$ cat config.mk
export PLATFORM = sky130hd
export DESIGN_NAME = register_file
export DESIGN_NICKNAME = d
export VERILOG_FILES = /design/src/rtl/register_file.sv
export SDC_FILE = /design/constraint.sdc
export NUM_CORES = 2
export LEC_CHECK = 0
export ABC_AREA = 1
export CORE_UTILIZATION = 25
export DETAILED_ROUTE_END_ITERATION = 16
export PLACE_DENSITY = 0.43
export SYNTH_ARGS = -nofsm -noshare
export SYNTH_HDL_FRONTEND = slang
export SYNTH_SLANG_ARGS = --single-unit
export TNS_END_PERCENT = 10
$ cat constraint.sdc
create_clock -name clk -period 72 [get_ports clk]
set_clock_uncertainty 0.15 [all_clocks]
set_input_delay 21.6 -clock clk [delete_from_list [all_inputs] [get_ports clk]]
set_output_delay 21.6 -clock clk [all_outputs]
set_load 0.1 [all_outputs]
$ cat src/rtl/register_file.sv
// rtl/register_file.sv - 32 x N register file, one write port, two combinational read ports, x00 hardwired to zero.
// Optional write-through forwarding to the read ports when REGISTER_FILE_BYPASS_EN is defined.
module register_file #(
    parameter int N = 32
) (
    input  logic         clk,
    input  logic         rst,
    input  logic         wr_ena,
    input  logic [4:0]   wr_addr,
    input  logic [N-1:0] wr_data,
    input  logic [4:0]   rd_addr0,
    output logic [N-1:0] rd_data0,
    input  logic [4:0]   rd_addr1,
    output logic [N-1:0] rd_data1
);

    logic [N-1:0] regs [1:31];
    logic [31:0]  wr_sel;
    logic [N-1:0] rd_mem0;
    logic [N-1:0] rd_mem1;

    // One-hot decode; with wr_ena low the select is all-zero whatever wr_addr holds.
    always_comb begin
        wr_sel = '0;
        if (wr_ena == 1'b1) begin
            wr_sel = 32'd1 << wr_addr;
        end
    end

    for (genvar i = 1; i < 32; i++) begin : g_reg
        always_ff @(posedge clk or posedge rst) begin
            if (rst) begin
                regs[i] <= '0;
            end else if (wr_sel[i]) begin
                regs[i] <= wr_data;
            end
        end
    end

    always_comb begin
        rd_mem0 = '0;
        rd_mem1 = '0;
        for (int i = 1; i < 32; i++) begin
            if (rd_addr0 == 5'(i)) begin
                rd_mem0 = regs[i];
            end
            if (rd_addr1 == 5'(i)) begin
                rd_mem1 = regs[i];
            end
        end
    end

`ifdef REGISTER_FILE_BYPASS_EN
    logic byp0;
    logic byp1;

    always_comb begin
        byp0 = wr_ena && (wr_addr != 5'd0) && (rd_addr0 == wr_addr);
        byp1 = wr_ena && (wr_addr != 5'd0) && (rd_addr1 == wr_addr);
        rd_data0 = rst ? '0 : (byp0 ? wr_data : rd_mem0);
        rd_data1 = rst ? '0 : (byp1 ? wr_data : rd_mem1);
    end
`else
    always_comb begin
        rd_data0 = rst ? '0 : rd_mem0;
        rd_data1 = rst ? '0 : rd_mem1;
    end
`endif

endmodule

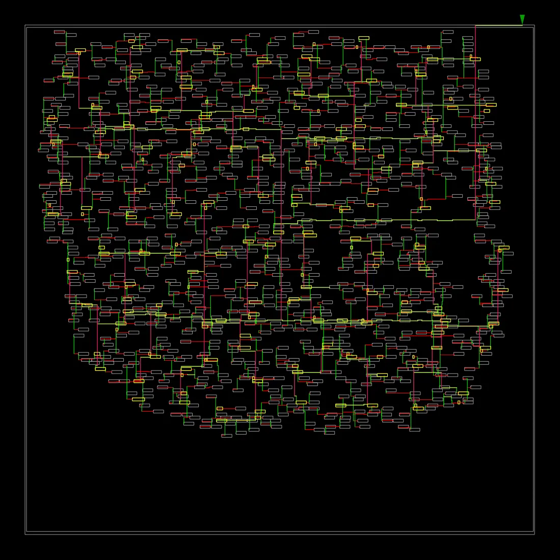
(clock nets)
registers: 992
clkbuf count: 166
clk ins delay skew pair: 0.75 ns
CTS buffer count: 117
Clock Sink Count: 992

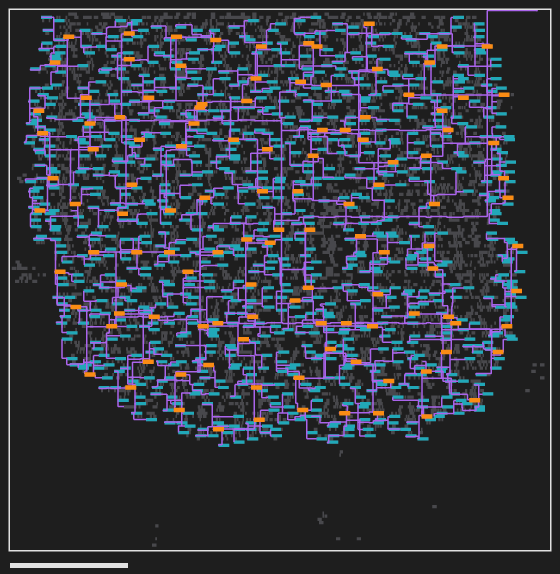
(clock distribution)
Bar = 100 µm.
[clock wires] purple | length: 15900 µm
[cells driving clock nets] orange | count: 117
[flip-flops] cyan | count: 992
routed clock nets	118

==> results_dict.tcl <==
# metrics dict for downstream scripts
set metrics [dict create \
    drtAntennaViolNets 0 \
    rows 166 \
    r2r_setup_slack_ns 71.08 \
    cts.reportedPaths.clkPinSlew_ns 0.06 \
    status "finished, final reports clean" \
    dominant_cells "flip-flops and latches" \
    use_met2_pct 33.3 \
    root_buffer "clkbuf_16" \
    critPathTopFamily "buffers and inverters" \
    grt_max_degree 142 \
    fin_tns_setup_ns 0 \
    areaGrowthSynthToFinish_pct 15.4 \
    cts_tree "done" \
    power_frac_clock_pct 38.5 \
    finalHoldViolCount 0 \
    gp_congestion 0.839 \
    cp_num_buf_inv 5 \
    vias 49100 \
    start_kind "input port" \
    syn_inst 7278 \
    dieArea_um2 208000 \
    fin_cells 9942 \
    num_antenna_cells 9 \
]
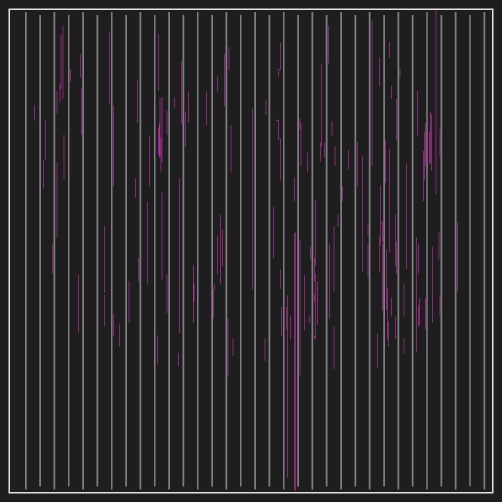
(metal 4)
Supply wires on this layer in gray.
share of all routed wire	2.8%
longest straight run	245 µm

